Run 1, cells colored by class:
Bar = 20 um.
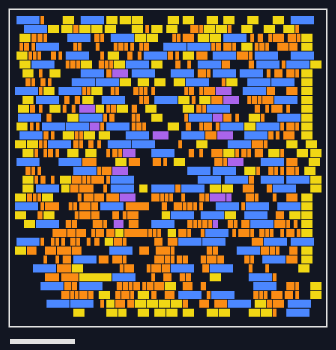
Run 1, gate-type map:
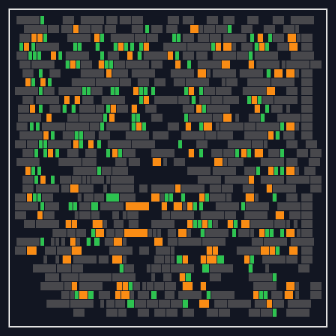
Run 1, met2 routing:
Cells faint in the background.
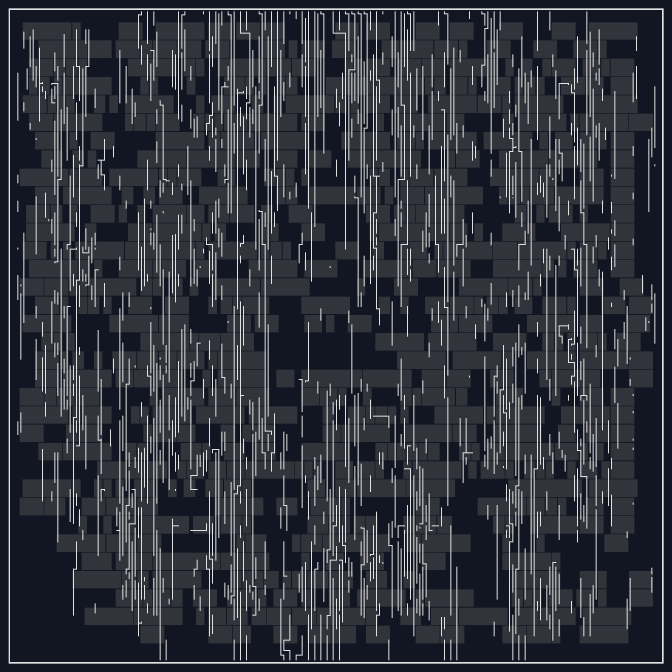
Run 1, clock wires, drivers and flops:
Bar = 20 um.
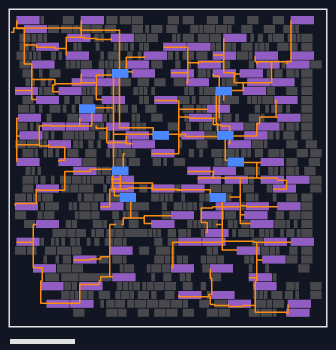
## src/rtl/mem_pkg.sv

```systemverilog
// Shared MEM-stage memory definitions: FSM state encoding and bus widths.
package mem_pkg;

    localparam int unsigned DATA_W            = 32;
    localparam int unsigned DQ_W              = 16;
    localparam int unsigned ADDR_BASE_DEFAULT = 1024;

    typedef enum logic [1:0] {
        IDLE = 2'd0,
        LO   = 2'd1,
        HI   = 2'd2,
        DONE = 2'd3
    } state_t;

endpackage

```

## src/rtl/sram_wait_counter.sv

```systemverilog
// Phase wait-state counter: counts 0..WAIT_CYCLES-1 and flags the last cycle of a phase.
module sram_wait_counter #(
    parameter int unsigned CNT_W       = 4,
    parameter int unsigned WAIT_CYCLES = 2
) (
    input  logic clk,
    input  logic rst,
    input  logic clr,
    input  logic en,
    output logic last_c
);

    logic [CNT_W-1:0] count;

    always_ff @(posedge clk) begin
        if (rst) begin
            count <= '0;
        end else if (clr) begin
            count <= '0;
        end else if (en) begin
            count <= count + CNT_W'(1);
        end
    end

    assign last_c = (count == CNT_W'(WAIT_CYCLES - 1));

endmodule

```

## src/rtl/sram_controller.sv

```systemverilog
// MEM-stage data memory responder: serves 32-bit requests as two 16-bit SRAM phases.
// Optional SRAM_ADDR_CHECK_EN adds addr_err and rejects out-of-range addresses.
module sram_controller
    import mem_pkg::*;
#(
    parameter int unsigned ADDR_BASE   = ADDR_BASE_DEFAULT,
    parameter int unsigned SRAM_AW     = 18,
    parameter int unsigned WAIT_CYCLES = 2
) (
    input  logic               clk,
    input  logic               rst,
    input  logic               wr_en,
    input  logic               rd_en,
    input  logic [DATA_W-1:0]  address,
    input  logic [DATA_W-1:0]  write_data,
    output logic [DATA_W-1:0]  read_data,
    output logic               ready,
    output logic [SRAM_AW-1:0] sram_addr,
    output logic [DQ_W-1:0]    sram_dq_out,
    input  logic [DQ_W-1:0]    sram_dq_in,
    output logic               sram_dq_oe,
    output logic               sram_we_n
`ifdef SRAM_ADDR_CHECK_EN
    ,
    output logic               addr_err
`endif
);

    localparam int unsigned WORD_AW = SRAM_AW - 1;
    localparam int unsigned CNT_W   = 4;

    state_t              state;
    logic                op_wr;
    logic [WORD_AW-1:0]  word_q;
    logic [DQ_W-1:0]     wdata_hi;

    logic                req_c;
    logic                last_c;
    logic                phase_change_c;
    logic [DATA_W-1:0]   offset_c;
    logic [WORD_AW-1:0]  word_c;

    assign req_c    = wr_en | rd_en;
    assign offset_c = address - DATA_W'(ADDR_BASE);
    assign word_c   = WORD_AW'(offset_c >> 2);

`ifdef SRAM_ADDR_CHECK_EN
    logic bad_addr_c;
    assign bad_addr_c = (address < DATA_W'(ADDR_BASE)) ||
                        ((offset_c >> (2 + WORD_AW)) != '0);
`endif

    // Counter restarts at every phase boundary so each phase lasts WAIT_CYCLES.
    assign phase_change_c = ((state == IDLE) && req_c) ||
                            (((state == LO) || (state == HI)) && last_c);

    sram_wait_counter #(
        .CNT_W       (CNT_W),
        .WAIT_CYCLES (WAIT_CYCLES)
    ) u_wait (
        .clk    (clk),
        .rst    (rst),
        .clr    (phase_change_c),
        .en     ((state == LO) || (state == HI)),
        .last_c (last_c)
    );

    always_comb begin
        ready = 1'b0;
        case (state)
            IDLE:    ready = ~req_c;
            DONE:    ready = 1'b1;
            default: ready = 1'b0;
        endcase
    end

    // Sequencer: SRAM pins are registered and set up one edge ahead of each phase.
    always_ff @(posedge clk) begin
        if (rst) begin
            state       <= IDLE;
            op_wr       <= 1'b0;
            word_q      <= '0;
            wdata_hi    <= '0;
            read_data   <= '0;
            sram_addr   <= '0;
            sram_dq_out <= '0;
            sram_dq_oe  <= 1'b0;
            sram_we_n   <= 1'b1;
`ifdef SRAM_ADDR_CHECK_EN
            addr_err    <= 1'b0;
`endif
        end else begin
`ifdef SRAM_ADDR_CHECK_EN
            addr_err <= 1'b0;
`endif
            case (state)
                IDLE: begin
                    if (req_c) begin
                        op_wr    <= wr_en;
                        word_q   <= word_c;
                        wdata_hi <= write_data[DATA_W-1:DQ_W];
`ifdef SRAM_ADDR_CHECK_EN
                        if (bad_addr_c) begin
                            state    <= DONE;
                            addr_err <= 1'b1;
                            if (!wr_en) begin
                                read_data <= '0;
                            end
                        end else begin
`endif
                            state     <= LO;
                            sram_addr <= {word_c, 1'b0};
                            if (wr_en) begin
                                sram_dq_out <= write_data[DQ_W-1:0];
                                sram_dq_oe  <= 1'b1;
                                sram_we_n   <= 1'b0;
                            end else begin
                                sram_dq_oe  <= 1'b0;
                                sram_we_n   <= 1'b1;
                            end
`ifdef SRAM_ADDR_CHECK_EN
                        end
`endif
                    end
                end
                LO: begin
                    if (last_c) begin
                        state     <= HI;
                        sram_addr <= {word_q, 1'b1};
                        if (op_wr) begin
                            sram_dq_out <= wdata_hi;
                        end else begin
                            read_data[DQ_W-1:0] <= sram_dq_in;
                        end
                    end
                end
                HI: begin
                    if (last_c) begin
                        state      <= DONE;
                        sram_dq_oe <= 1'b0;
                        sram_we_n  <= 1'b1;
                        if (!op_wr) begin
                            read_data[DATA_W-1:DQ_W] <= sram_dq_in;
                        end
                    end
                end
                DONE: begin
                    state <= IDLE;
                end
                default: begin
                    state <= IDLE;
                end
            endcase
        end
    end

endmodule

```

## config.mk

```make
export PLATFORM = sky130hd
export DESIGN_NAME = sram_controller
export DESIGN_NICKNAME = d
export VERILOG_FILES = /design/src/rtl/mem_pkg.sv /design/src/rtl/sram_wait_counter.sv /design/src/rtl/sram_controller.sv
export SDC_FILE = /design/constraint.sdc
export NUM_CORES = 1
export LEC_CHECK = 0
export CAP_MARGIN = 40
export CORE_MARGIN = 1
export CORE_UTILIZATION = 49
export DETAILED_ROUTE_END_ITERATION = 10
export PLACE_DENSITY_LB_ADDON = 0.05
export SETUP_SLACK_MARGIN = 0.3
export SLEW_MARGIN = 20
export SYNTH_ARGS = -nofsm -noshare
export SYNTH_HDL_FRONTEND = slang
export SYNTH_SLANG_ARGS = --single-unit
```

## constraint.sdc

```tcl
create_clock -name clk -period 4 [get_ports clk]
set_input_delay 0.4 -clock clk [delete_from_list [all_inputs] [get_ports clk]]
set_output_delay 0.4 -clock clk [all_outputs]
set_load 0.005 [all_outputs]
```

==> run summary, run 1 <==
Results of the run.

The shortest period the worst path allows is 2.82 ns. By area, the combinational part of the netlist is dominated by simple AND/OR/NAND/NOR gates. After Yosys synthesis, AND-OR and OR-AND compound gates account for 17.4% of the synthesized area.

The floorplan step defined a die boundary enclosing 9400 um^2. The stage-log warning count is 46. The share of cell area taken by multi-input logic gates is 34.5%. Note, the detailed placer reported a final HPWL of 7270 um. The pin count of the biggest net entering global routing is 75.

Setup repair after global routing left no endpoint under its margin. The run finished with clean final reports. The share of async-settable or async-resettable flops after synthesis is 0%. The required time at the endpoint of the critical path is 3.60 ns.

The run reported a max-capacitance violation count of 0. The report shows a maximum critical-path fanout of 10. Looking at the setup timing report, the critical path kind is reg2out. TritonCTS built the clock tree. By area, flip-flops and latches come first. The most common cell in the synthesized netlist is nand2_1. In this run the horizontal extent of the chip is 97.0 um. The register-to-register setup slack is 1.71 ns. The clock network burns 15.9% of the power. According to the Yosys statistics, the synthesized design has a chip area of 4420 um^2. On the final layout, the worst hold slack is 0.459 ns.

The number of placed instances, taps included, is 742. Power comes to 3.90 mW. The average instance area after synthesis is 8.45 um^2. After filler insertion, the fill cell instance count of the layout stands at 693.

Per the timing report, the most critical flop-to-flop path originates at state[1]. In this run the post-CTS setup repair buffer count came out at 0. The launching instance or port of the critical path is state[0]. The number of clock buffers inserted by TritonCTS is 9. Yosys stat counts 523 cells in the synthesized netlist.

The arrival time at the worst endpoint is 2.42 ns. The standard cell with the maximum stage delay on the critical path is nor3b_2. The element type at the critical path end is an output port.

The number of enable flip-flop cells is 0. The largest total area in the synthesized netlist belongs to dfxtp_1. Per the final layout report, the fraction of cells sized above drive strength 1 comes to 5.69%. The critical hold path startpoint is wdata_hi[5].

Summing over every cut layer, the via total after detailed routing is 3996. The synthesized net count is 615. The net load switching power is 1.44 mW. The internal power component is 2.45 mW. The design received a total of 108 well taps at floorplan.
About 'cells colored by class':
color	class	cells	share of their area
orange	remaining logic cells	380	36%
purple	clock drivers and dummy loads	16	3.1%
yellow	remaining buffers and delay cells	146	25%
blue	registers	108	36%
end-of-flow core utilization: 69.5%
flip-flop and latch share of the layout cell area: 35.7%
number of standard-cell rows in the floorplan: 34
area of the core region: 8720 um^2
Finished Cell Area: 6060 um^2

About 'gate-type map':
color	family	cells	where
orange	aoi and oai cells	118	spread over the die
green	nand cells	143	spread over the die

About 'met2 routing':
wire length on this layer	5060 um
longest straight run	32.6 um
routing usage on met2: 37.3%
Routed WL: 10600 um

About 'clock wires, drivers and flops':
[blue] clock-net drivers | count: 9
[orange] clock wires | length: 1140 um
[purple] flip-flops | count: 108
routed clock nets	10
power of the clock network: 0.618 mW
clock network latency to the later pin of the worst-skew pair: 0.36 ns
clock skew after layout: 0.0109 ns

==> run 1: registers in the layout (all words and copies together), names as in the netlist <==
| signal | cells |
|---|---|
| op_wr | 1 |
| read_data | 32 |
| sram_addr | 18 |
| sram_dq_oe | 1 |
| sram_dq_out | 16 |
| sram_we_n | 1 |
| state | 2 |
| u_wait.count | 4 |
| wdata_hi | 16 |
| word_q | 17 |
==> run 1: layer usage <==
| layer | vias to the layer above | wire length, um | global-route usage, % |
|---|---|---|---|
| li1 | 2026 | - | - |
| met1 | 1855 | 4690 | 28.6 |
| met2 | 105 | 5060 | 37.3 |
| met3 | 10 | 714 | 6.36 |
| met4 | 0 | 90 | 6.08 |
| met5 | - | 0 | 0 |
Run 1, cell placement:
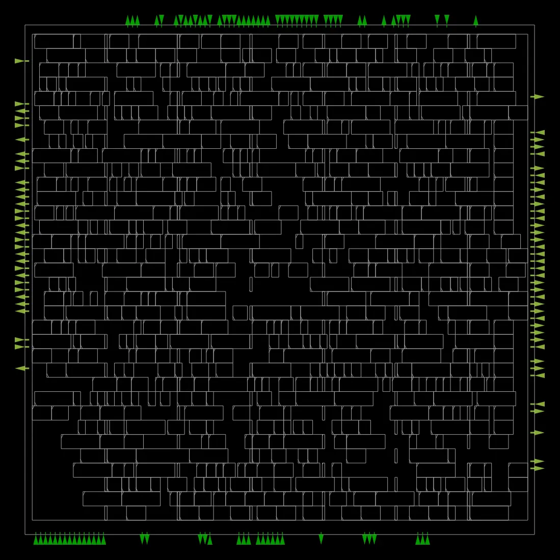

==> inputs of run 2 (changes only) <==
--- a/config.mk
+++ b/config.mk
@@ -7,7 +7,7 @@
 export LEC_CHECK = 0
 export CAP_MARGIN = 40
 export CORE_MARGIN = 1
-export CORE_UTILIZATION = 49
+export CORE_UTILIZATION = 45
 export DETAILED_ROUTE_END_ITERATION = 10
 export PLACE_DENSITY_LB_ADDON = 0.05
 export SETUP_SLACK_MARGIN = 0.3
==> constraint.sdc (replaced) <==
create_clock -name clk -period 2.7 [get_ports clk]
set_input_delay 0.27 -clock clk [delete_from_list [all_inputs] [get_ports clk]]
set_output_delay 0.27 -clock clk [all_outputs]
set_load 0.005 [all_outputs]
Run 2, cell placement:
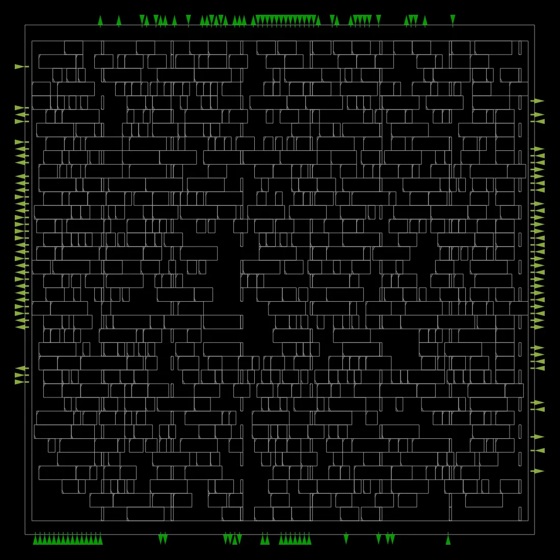
post-route non-filler standard cell count: 781
end-of-flow core utilization: 65.1%
Filler Cell Count: 849

==> run summary, run 2 <==
Results of the run.

The global routing met2 resource utilization is 36.3% (was 37.3%). The area of all placed cells without fillers is 6100 um^2 (was 6060 um^2). Outcome: completed (unchanged). The critical hold path startpoint is rst (was wdata_hi[5]). The number of well taps is 129 (was 108).

The total chip power is 5.82 mW (was 3.90 mW). The most congested layer reported by global routing is met2 (unchanged). The largest fanout on the critical path is 10 (unchanged).

The total length of routed met3 wires is 653 um (was 714 um). The element type at the critical path end is an output port (unchanged). The count of placed standard cells including taps was 764 (was 742). The die outline area is 10200 um^2 (was 9400 um^2). The arrival time at the worst endpoint is 1.97 ns (was 2.42 ns). The most common cell in the synthesized netlist was nand2_1 (unchanged). Setup repair after global routing missed its margin: no (unchanged).

The detailed-placement wirelength estimate is 7360 um (was 7270 um). The launching instance or port of the critical path is state[0] (unchanged). The detailed-route via count is 3942 (was 3996).

The power share of the clock group is 15.9% (about the same). The synthesized net count is 615 (unchanged). The internal power component is 3.68 mW (was 2.45 mW).

The register-to-register setup slack is 0.54 ns (was 1.71 ns). The average instance area after synthesis was 8.45 um^2 (unchanged). The net load switching power is 2.14 mW (was 1.44 mW). The total routed wirelength is 10800 um (was 10600 um).

The biggest cell category by area in the final layout is flip-flops and latches (unchanged). The final hold slack is 0.321 ns (was 0.459 ns). The flip-flop count of the largest register after layout is 32 (unchanged). Top Registers: read_data: 32 flops, sram_addr: 18 flops, word_q: 17 flops (unchanged).

The prevailing logic family in the synthesized netlist is simple AND/OR/NAND/NOR gates (unchanged).
Run 2, gate-type map:
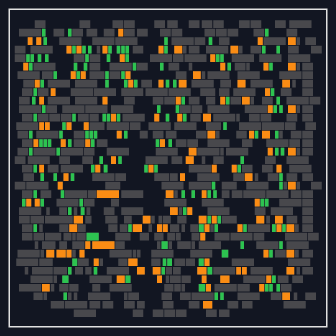
color	family	cells	where
orange	aoi and oai cells	118	spread over the die
green	nand cells	143	spread over the die
most frequently placed logic cell in the final layout: clkdlybuf4s50_1
logic share of the area: 34.6%

## run 2: cells by family after synthesis
kind of cell             Yosys count
XOR/XNOR                          10
multiplexers                      25
AND-OR/OR-AND                    124
adder cells (fa/ha/maj)            8
buffers and inverters             43
flip-flops                       108
AND/OR/NAND/NOR                  205
## run 2: power by group through the flow
| stage | clock network, mW | logic [mW] | registers (mW) |
|---|---|---|---|
| 3_5_place_dp | 0 | 2.63 | 2.27 |
| 4_1_cts | 0.948 | 2.64 | 2.23 |
| 5_1_grt | 1.02 | 2.97 | 2.28 |
| 2_1_floorplan | 0 | 1.61 | 2.27 |
| 6_report | 0.926 | 2.66 | 2.23 |
| 3_3_place_gp | 0 | 2.58 | 2.25 |
Run 2, cells colored by class:
Bar = 20 um.
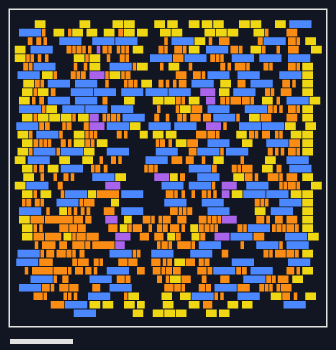

==> inputs of run 3 (changes only) <==
--- a/config.mk
+++ b/config.mk
@@ -7,7 +7,7 @@
 export LEC_CHECK = 0
 export CAP_MARGIN = 40
 export CORE_MARGIN = 1
-export CORE_UTILIZATION = 45
+export CORE_UTILIZATION = 41
 export DETAILED_ROUTE_END_ITERATION = 10
 export PLACE_DENSITY_LB_ADDON = 0.05
 export SETUP_SLACK_MARGIN = 0.3
==> constraint.sdc (replaced) <==
create_clock -name clk -period 1.9 [get_ports clk]
set_input_delay 0.19 -clock clk [delete_from_list [all_inputs] [get_ports clk]]
set_output_delay 0.19 -clock clk [all_outputs]
set_load 0.005 [all_outputs]
Run 3, cells colored by class:
Bar = 20 um.
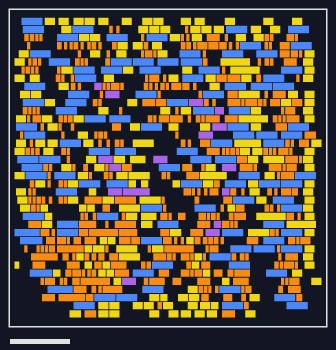
color	class	cells	share of their area
orange	remaining logic cells	380	36%
yellow	remaining buffers and delay cells	190	30%
blue	registers	108	31%
purple	clock drivers and dummy loads	16	3.0%
area of the core region: 10400 um^2
end-of-flow core utilization: 68.3%
number of standard-cell rows in the floorplan: 37
flip-flop and latch share of the layout cell area: 30.7%
Finished Cell Area: 7080 um^2

Run 3, clock wires, drivers and flops:
Bar = 20 um.
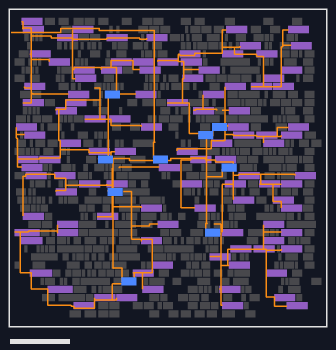
[orange] clock wires | length: 1230 um
[purple] flip-flops | count: 108
[blue] clock-net drivers | count: 9
routed clock nets	10
flops lie	spread over the die
fraction of power consumed by the clock network: 12.7%
clock skew after layout: 0.0147 ns
power of the clock network: 1.41 mW

==> run summary, run 3 <==
Results of the run.

The critical hold path startpoint is rst (unchanged). The top register by number of flip-flops is read_data (unchanged). The clock network latency to the later pin of the worst-skew pair is 0.36 ns (was 0.37 ns). The number of enable flip-flop cells was 0 (unchanged). The area fraction in compound gates came to 17.4% (unchanged). The register-to-register setup slack is 0.06 ns (was 0.54 ns). The arrival time at the worst endpoint is 2.07 ns (was 1.97 ns). The average instance area after synthesis was 8.45 um^2 (unchanged). The TritonCTS clock tree is done (unchanged). The number of clock buffers inserted by TritonCTS is 9 (unchanged). The count of placed standard cells including taps is 785 (was 764).

The library cell occupying the most area in the post-synthesis netlist was dfxtp_1 (unchanged). The shortest period the worst path allows is 1.84 ns. The internal power component is 7.06 mW (was 3.68 mW). The pin count of the biggest net entering global routing is 43 (was 57). The met3 routing resource usage after global routing came to 5.19% (was 5.13%). The detailed-route via count came to 4279 (was 3942). The global-route track usage on met1 is 26.3% (was 26.7%). The biggest cell category by area in the final layout is multi-input combinational cells (was flip-flops and latches).

The element type at the critical path end is a flip-flop (was output port). The number of cells in the yosys synthesis report is 523 (unchanged). The top logic cell by instance count in the layout is clkdlybuf4s50_1 (unchanged). The share of async-settable or async-resettable flops after synthesis is 0% (unchanged). The total routed wirelength is 12700 um (was 10800 um). The flip-flop count of the largest register after layout was 32 (unchanged).

Outcome: completed (unchanged). The total chip power was 11.1 mW (was 5.82 mW). The sequential logic power is 3.22 mW (was 2.23 mW). The most common cell in the synthesized netlist is nand2_1 (unchanged). The fraction of layout instances using a drive strength above 1 is 20.3% (was 5.98%). The post-synth area from yosys stat is 4420 um^2 (unchanged). The share of cell area taken by multi-input logic gates is 34.4% (was 34.6%).

The layout filler cell count was 844 (was 849). Top Registers: read_data: 32 flops, sram_addr: 18 flops, word_q: 17 flops (unchanged).
-- run 3: cell counts after synthesis --
No cell type changed its count.
-- run 3: metal layers --
layer  share of wire, %  vias to the layer above
li1                   -                     2127
met1                 43                     2040
met4                1.3                        0
met2                 51                       99
met5                  0                        -
met3                5.5                       13
-- run 3: timing repair --
| action | CTS | global route |
|---|---|---|
| buffers inserted | 16 | 5 |
| pin swaps | 14 | 12 |
| cloned | 5 | 3 |
| resized | 47 | 45 |
| setup endpoints to repair | 66 | 86 |
-- run 3: critical path, cell delays in order, from the launching register on --
cell and delay [ns]:
dfxtp_2 0.34, inv_2 0.06, ha_4 0.12, or3b_4 0.42, a211oi_4 0.33, buf_6 0.18
buf_12 0.10, buf_16 0.11, a211oi_2 0.06
Power figures rest on the tool's default switching activity, not on a simulated workload.
